`src/rtl/key_event_source.sv`:
```
// rtl/key_event_source.sv - keypad scanner, key/button debouncers and one-entry event slot
// Turns debounced presses into single-cycle pulses released only while the consumer is ready.
module key_event_source #(
    parameter int SCAN_DIV  = 250000,
    parameter int DB_SCANS  = 4,
    parameter int DB_CYCLES = 500000
) (
    input  logic        clk,
    input  logic        rstn,
    output logic [3:0]  row,
    input  logic [3:0]  col,
    input  logic        btn_bs,
    input  logic        btn_pre,
    input  logic        btn_nxt,
    input  logic        ready,
    output logic [15:0] d,
    output logic        bs,
    output logic        nxt,
    output logic        pre,
    output logic        pend,
    output logic        ovf
);

    localparam int DW = $clog2(SCAN_DIV);
    localparam int KW = $clog2(DB_SCANS + 1);
    localparam int BW = $clog2(DB_CYCLES);
    localparam logic [DW-1:0] DWELL_LAST = DW'(SCAN_DIV - 1);
    localparam logic [KW-1:0] KEY_TARGET = KW'(DB_SCANS);
    localparam logic [BW-1:0] BTN_LAST   = BW'(DB_CYCLES - 1);

    typedef enum logic {K_REL, K_PRS} kstate_t;
    typedef enum logic [1:0] {EV_KEY, EV_BS, EV_NXT, EV_PRE} ev_kind_t;

    // Button vectors are indexed in priority order: bs, nxt, pre.
    logic [2:0] btn_raw;
    assign btn_raw = {btn_pre, btn_nxt, btn_bs};

    logic [3:0] col_m, col_s;
    logic [2:0] btn_m, btn_s;

    always_ff @(posedge clk or negedge rstn) begin
        if (!rstn) begin
            col_m <= 4'hF;
            col_s <= 4'hF;
            btn_m <= 3'b000;
            btn_s <= 3'b000;
        end else begin
            col_m <= col;
            col_s <= col_m;
            btn_m <= btn_raw;
            btn_s <= btn_m;
        end
    end

    logic [1:0]    row_idx;
    logic [DW-1:0] dwell;
    logic [1:0]    acc_n;
    logic [3:0]    acc_code;
    logic          scan_done;
    logic [1:0]    scan_n;
    logic [3:0]    scan_code;

    // Low-column counts saturate at 2: only NONE / ONE / MULTI matter.
    logic [1:0] row_n, row_col, tot_n;
    logic [2:0] sum_n;
    logic [3:0] tot_code;

    always_comb begin
        row_n   = 2'd0;
        row_col = 2'd0;
        for (int i = 0; i < 4; i++) begin
            if (!col_s[i]) begin
                row_col = 2'(i);
                if (row_n != 2'd2) row_n = row_n + 2'd1;
            end
        end
        sum_n    = {1'b0, acc_n} + {1'b0, row_n};
        tot_n    = (sum_n >= 3'd2) ? 2'd2 : sum_n[1:0];
        tot_code = (row_n == 2'd1) ? {row_idx, row_col} : acc_code;
    end

    always_ff @(posedge clk or negedge rstn) begin
        if (!rstn) begin
            row       <= 4'b1110;
            row_idx   <= 2'd0;
            dwell     <= '0;
            acc_n     <= 2'd0;
            acc_code  <= 4'd0;
            scan_done <= 1'b0;
            scan_n    <= 2'd0;
            scan_code <= 4'd0;
        end else begin
            scan_done <= 1'b0;
            if (dwell == DWELL_LAST) begin
                dwell   <= '0;
                row_idx <= row_idx + 2'd1;
                row     <= ~(4'b0001 << (row_idx + 2'd1));
                if (row_idx == 2'd3) begin
                    acc_n     <= 2'd0;
                    acc_code  <= 4'd0;
                    scan_done <= 1'b1;
                    scan_n    <= tot_n;
                    scan_code <= tot_code;
                end else begin
                    acc_n    <= tot_n;
                    acc_code <= tot_code;
                end
            end else begin
                dwell <= dwell + DW'(1);
            end
        end
    end

    kstate_t       kstate;
    logic [KW-1:0] kcnt;
    logic [3:0]    cand;
    logic          key_evt;
    logic [3:0]    key_code;
    logic [KW-1:0] kcnt_inc, run;

    assign kcnt_inc = kcnt + KW'(1);
    assign run      = (kcnt != '0 && cand == scan_code) ? kcnt_inc : KW'(1);

    always_ff @(posedge clk or negedge rstn) begin
        if (!rstn) begin
            kstate   <= K_REL;
            kcnt     <= '0;
            cand     <= 4'd0;
            key_evt  <= 1'b0;
            key_code <= 4'd0;
        end else begin
            key_evt <= 1'b0;
            if (scan_done) begin
                case (kstate)
                    K_REL: begin
                        if (scan_n == 2'd1) begin
                            if (run == KEY_TARGET) begin
                                kstate   <= K_PRS;
                                kcnt     <= '0;
                                key_evt  <= 1'b1;
                                key_code <= scan_code;
                            end else begin
                                kcnt <= run;
                                cand <= scan_code;
                            end
                        end else begin
                            kcnt <= '0;
                        end
                    end
                    K_PRS: begin
                        if (scan_n == 2'd0) begin
                            if (kcnt_inc == KEY_TARGET) begin
                                kstate <= K_REL;
                                kcnt   <= '0;
                            end else begin
                                kcnt <= kcnt_inc;
                            end
                        end else begin
                            kcnt <= '0;
                        end
                    end
                    default: kstate <= K_REL;
                endcase
            end
        end
    end

    logic [2:0]    btn_db, btn_evt;
    logic [BW-1:0] btn_cnt [3];

    always_ff @(posedge clk or negedge rstn) begin
        if (!rstn) begin
            btn_db  <= 3'b000;
            btn_evt <= 3'b000;
            for (int i = 0; i < 3; i++) btn_cnt[i] <= '0;
        end else begin
            for (int i = 0; i < 3; i++) begin
                btn_evt[i] <= 1'b0;
                if (btn_s[i] != btn_db[i]) begin
                    if (btn_cnt[i] == BTN_LAST) begin
                        btn_db[i]  <= btn_s[i];
                        btn_cnt[i] <= '0;
                        btn_evt[i] <= btn_s[i];
                    end else begin
                        btn_cnt[i] <= btn_cnt[i] + BW'(1);
                    end
                end else begin
                    btn_cnt[i] <= '0;
                end
            end
        end
    end

    logic     offer, lose, deliver, capture, drop;
    ev_kind_t win_kind, slot_kind;
    logic [3:0] slot_code;

    always_comb begin
        win_kind = EV_PRE;
        if (key_evt)         win_kind = EV_KEY;
        else if (btn_evt[0]) win_kind = EV_BS;
        else if (btn_evt[1]) win_kind = EV_NXT;
    end

    assign offer   = key_evt | (|btn_evt);
    assign lose    = (key_evt & (|btn_evt)) | (btn_evt[0] & (btn_evt[1] | btn_evt[2]))
                   | (btn_evt[1] & btn_evt[2]);
    assign deliver = pend & ready;
    assign capture = offer & (~pend | deliver);
    assign drop    = offer & ~capture;

    always_ff @(posedge clk or negedge rstn) begin
        if (!rstn) begin
            d         <= 16'h0000;
            bs        <= 1'b0;
            nxt       <= 1'b0;
            pre       <= 1'b0;
            pend      <= 1'b0;
            ovf       <= 1'b0;
            slot_kind <= EV_KEY;
            slot_code <= 4'd0;
        end else begin
            d   <= 16'h0000;
            bs  <= 1'b0;
            nxt <= 1'b0;
            pre <= 1'b0;
            if (deliver) begin
                case (slot_kind)
                    EV_KEY:  d   <= 16'h0001 << slot_code;
                    EV_BS:   bs  <= 1'b1;
                    EV_NXT:  nxt <= 1'b1;
                    default: pre <= 1'b1;
                endcase
            end
            if (capture) begin
                slot_kind <= win_kind;
                slot_code <= key_code;
                pend      <= 1'b1;
            end else if (deliver) begin
                pend <= 1'b0;
            end
            if (lose | drop) ovf <= 1'b1;
        end
    end

endmodule
```
`config.mk`:
```
export PLATFORM = sky130hd
export DESIGN_NAME = key_event_source
export DESIGN_NICKNAME = d
export VERILOG_FILES = /design/src/rtl/key_event_source.sv
export SDC_FILE = /design/constraint.sdc
export NUM_CORES = 1
export LEC_CHECK = 0
export CAP_MARGIN = 30
export CORE_MARGIN = 1
export CORE_UTILIZATION = 35
export DETAILED_ROUTE_END_ITERATION = 8
export PLACE_DENSITY = 0.6
export RECOVER_POWER = 100
export SLEW_MARGIN = 20
export SYNTH_ARGS = -nofsm -noshare
export SYNTH_HDL_FRONTEND = slang
export SYNTH_SLANG_ARGS = --single-unit
```
`constraint.sdc`:
```
create_clock -name clk -period 3.9 [get_ports clk]
set_clock_uncertainty 0.1 [all_clocks]
set_input_delay 0.78 -clock clk [delete_from_list [all_inputs] [get_ports clk]]
set_output_delay 0.78 -clock clk [all_outputs]
set_load 0.01 [all_outputs]
```
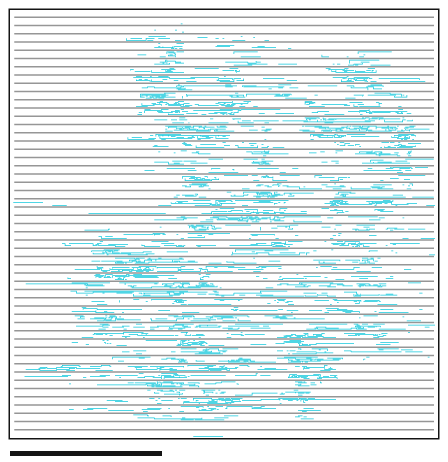
(run_1/layer_met1.png)
The bar under the picture is 50 um long. Supply wires on this layer in grey.
nets with wire on the layer: 625
wire length on this layer: 5,650 um
share of all routed wire: 48%
main direction: horizontal
longest straight run: 34.0 um
final wirelength: 11,800 um
GR met1 Demand/Resource: 16.62%

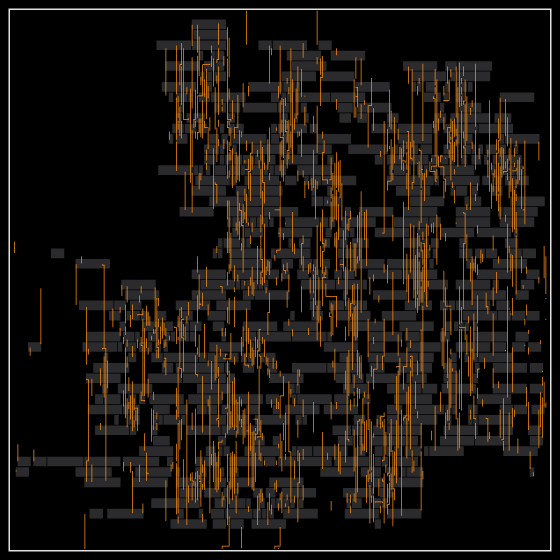
(run_1/layer_met2.png)
Cells faint in the background.
wire length on this layer: 5,670 um
main direction: vertical
via count: 4,458
met2 Use GR: 21.34%

==> results.json, run 1 <==
{
  "outcome": "finished, violations left",
  "violations": "max-capacitance violations, max-slew violations",
  "drtPass1Iterations": 4,
  "die.size.y_um": 141.1,
  "cp_slowest_cell": "dfstp_1",
  "finalHoldViolations": 0,
  "drive_gt1_share_pct": 9.226,
  "core_util_floorplan_pct": 35.97,
  "portBuffers": 34,
  "seq_area_mm2": 0.003867,
  "reg2reg_to": "acc_n[0]",
  "grt_setup_unrepaired": "false",
  "r2r_slack_ns": 0.94,
  "drv_cap": 1,
  "required_ns": 4.12,
  "flops": 154,
  "synthFlopType": "dfrtp_1",
  "powerDensity_mw_per_mm2": 416.5,
  "seqPwrFrac_pct": 48.9,
  "io_pins": 35,
  "grt_start_max_net_pins": 106,
  "clockNetworkAreaShare_pct": 7.491,
  "drtAntennaViolNets": 0,
  "cp_top_family": "adder cells",
  "maxSlewViolCount": 28,
  "routed-wl-met3_um": 334,
  "crit_chain": "inv_1 > ha_1 > or3_1 > a32oi_1 > ha_1 > inv_1 > fa_1 > and2_0 > nand2_1 > o31ai_1",
  "htree_levels": 4,
  "comb_area_mm2": 0.002766,
  "postCtsSetupRepairBufs": 0
}
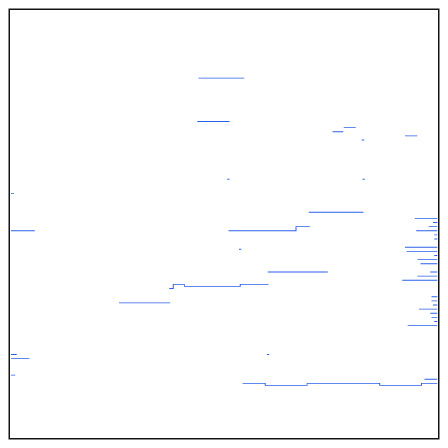
(run_1/layer_met3.png)
share of all routed wire: 2.8%
wire length on this layer: 335 um
GRT met3 Usage: 2.683%

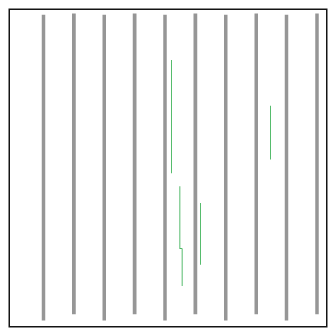
(run_1/layer_met4.png)
Supply wires on this layer in grey.
nets with wire on the layer: 2
wire length on this layer: 146 um
longest straight run: 50.3 um

## run 1: cells in the final DEF (no fill, tap or decap), drive strengths merged, types with 4 or more instances in the layout
| master | n |
|---|---|
| nand4 | 22 |
| nor3b | 6 |
| nor4 | 9 |
| nand2b | 6 |
| nand3 | 33 |
| clkbuf | 28 |
| nor2 | 97 |
| mux2 | 17 |
| nor3 | 12 |
| inv | 20 |
| xnor2 | 25 |
| dlygate4sd3 | 33 |
| nand2 | 47 |
| and4 | 6 |
| xor2 | 49 |
| a21oi | 5 |
| o31ai | 4 |
| dfstp | 11 |
| dfrtp | 143 |
| ha | 16 |
| and2 | 7 |
| o21ai | 16 |
| and3 | 11 |
==> run_1/congestion.png <==
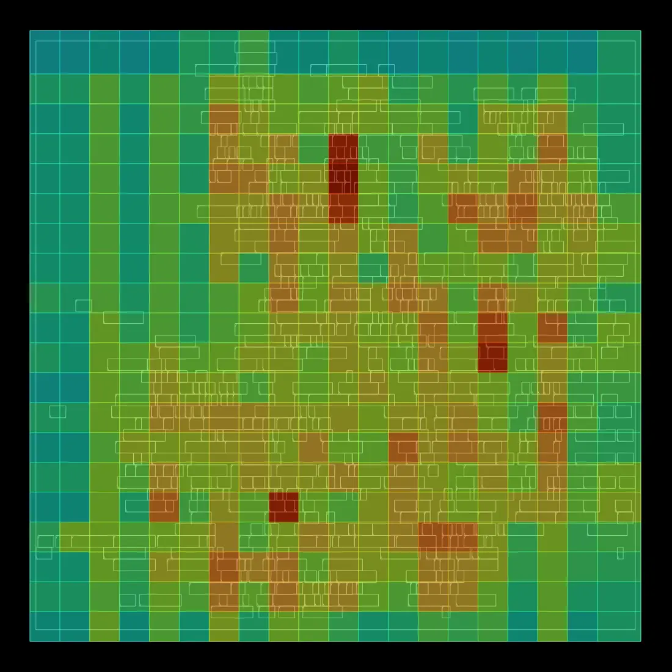

==> inputs of run 2 (changes only) <==
PLACE_DENSITY = 0.62   (was 0.6)
clock period = 2.4 ns   (was 3.9 ns; I/O delays follow)
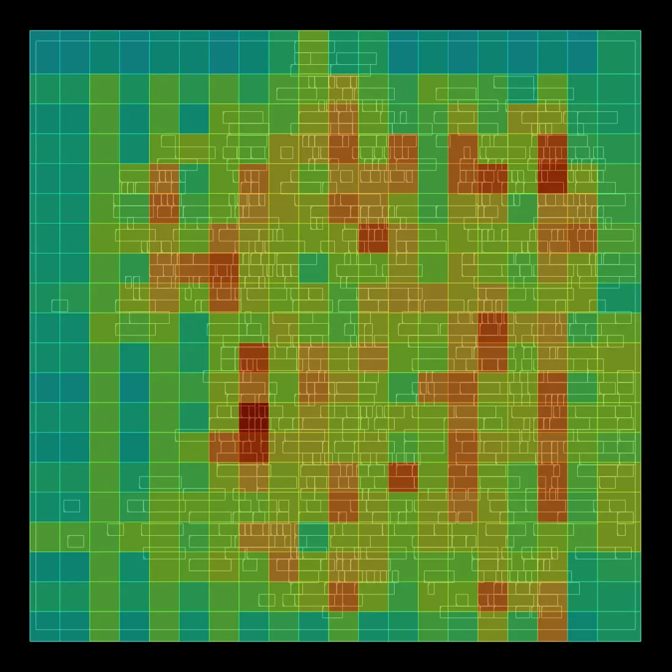
(run_2/congestion.png)
Tot GR Track Use: 13.32%
GR met1 Demand/Resource: 16.73%

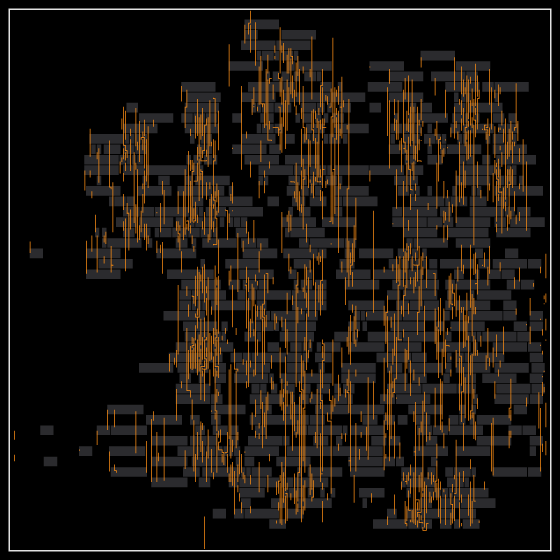
(run_2/layer_met2.png)
Cells faint in the background.
wire length on this layer: 5,660 um
main direction: vertical
met2 Use GR: 21.57%
final wirelength: 11,970 um
via count: 4,529

==> run 2 against run 1 <==
Effect of this change: the run ends with max-capacitance violations, max-slew violations, negative setup slack left; fmax rose by 10%; non-clock buffer count rose by 23; routed wire length rose by 1.4%; sequential share of layout area fell by 1.4 points; combinational power rose by 100%; area after synthesis did not move; critical path type unchanged; sequential cell count did not move; critical path depth did not move; die size did not move.
==> results.json, run 2 <==
{
  "outcome": "finished, violations left",
  "violations": "max-capacitance violations, max-slew violations, negative setup slack",
  "drtPass1Iterations": 4,
  "reg2reg_to": "acc_n[0]",
  "finalHoldViolations": 0,
  "cp_top_family": "adder cells",
  "drv_cap": 1,
  "seq_area_mm2": 0.003867,
  "grt_setup_unrepaired": "true",
  "met3_usage_pct": 3.363,
  "crit_chain": "inv_2 > ha_4 > or3_4 > a32oi_4 > ha_2 > inv_1 > fa_1 > and2_4 > nand2_4 > o31ai_2",
  "finalSetupViolCount": 11,
  "required_ns": 2.64,
  "die.size.y_um": 141.1,
  "r2r_slack_ns": -0.28,
  "flops": 154,
  "fin_ws_ns": -0.2839,
  "portBuffers": 34,
  "layout_top_cells": "dfrtp_1, nor2_1, xor2_1",
  "maxSlewViolCount": 61,
  "io_pins": 35,
  "core_util_floorplan_pct": 35.97
}
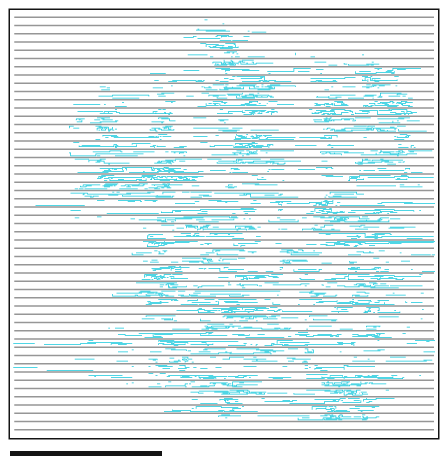
(run_2/layer_met1.png)
The bar under the picture is 50 um long. Supply wires on this layer in grey.

==> run 2: cell count changes in the layout (fill, tap and decap cells not counted), sizes merged <==
cell	delta
dlygate4sd3	+1
inv	+3
clkinv	+1
buf	+13
clkinvlp	+1
bufinv	+3
clkbuf	+1
==> run 2: cell families after synthesis <==
| kind of cell | share of synthesized area (%) |
|---|---|
| DFF | 57.09 |
| buffers and inverters | 1.718 |
| xor gates and xnor gates | 9.568 |
| and+or+nand+nor | 20.15 |
| muxes | 3.269 |
| AOI/OAI and AO/OA | 4.803 |
| adders and majority gates | 3.399 |
==> run 2: where the power goes <==
group          leakage [uW]  switching [uW]  internal, uW
Clock              0.000288            1100          1650
Combinational       0.00136             108          70.0
Sequential          0.00208            23.1          2630
Power is estimated from default activity; no workload was simulated.
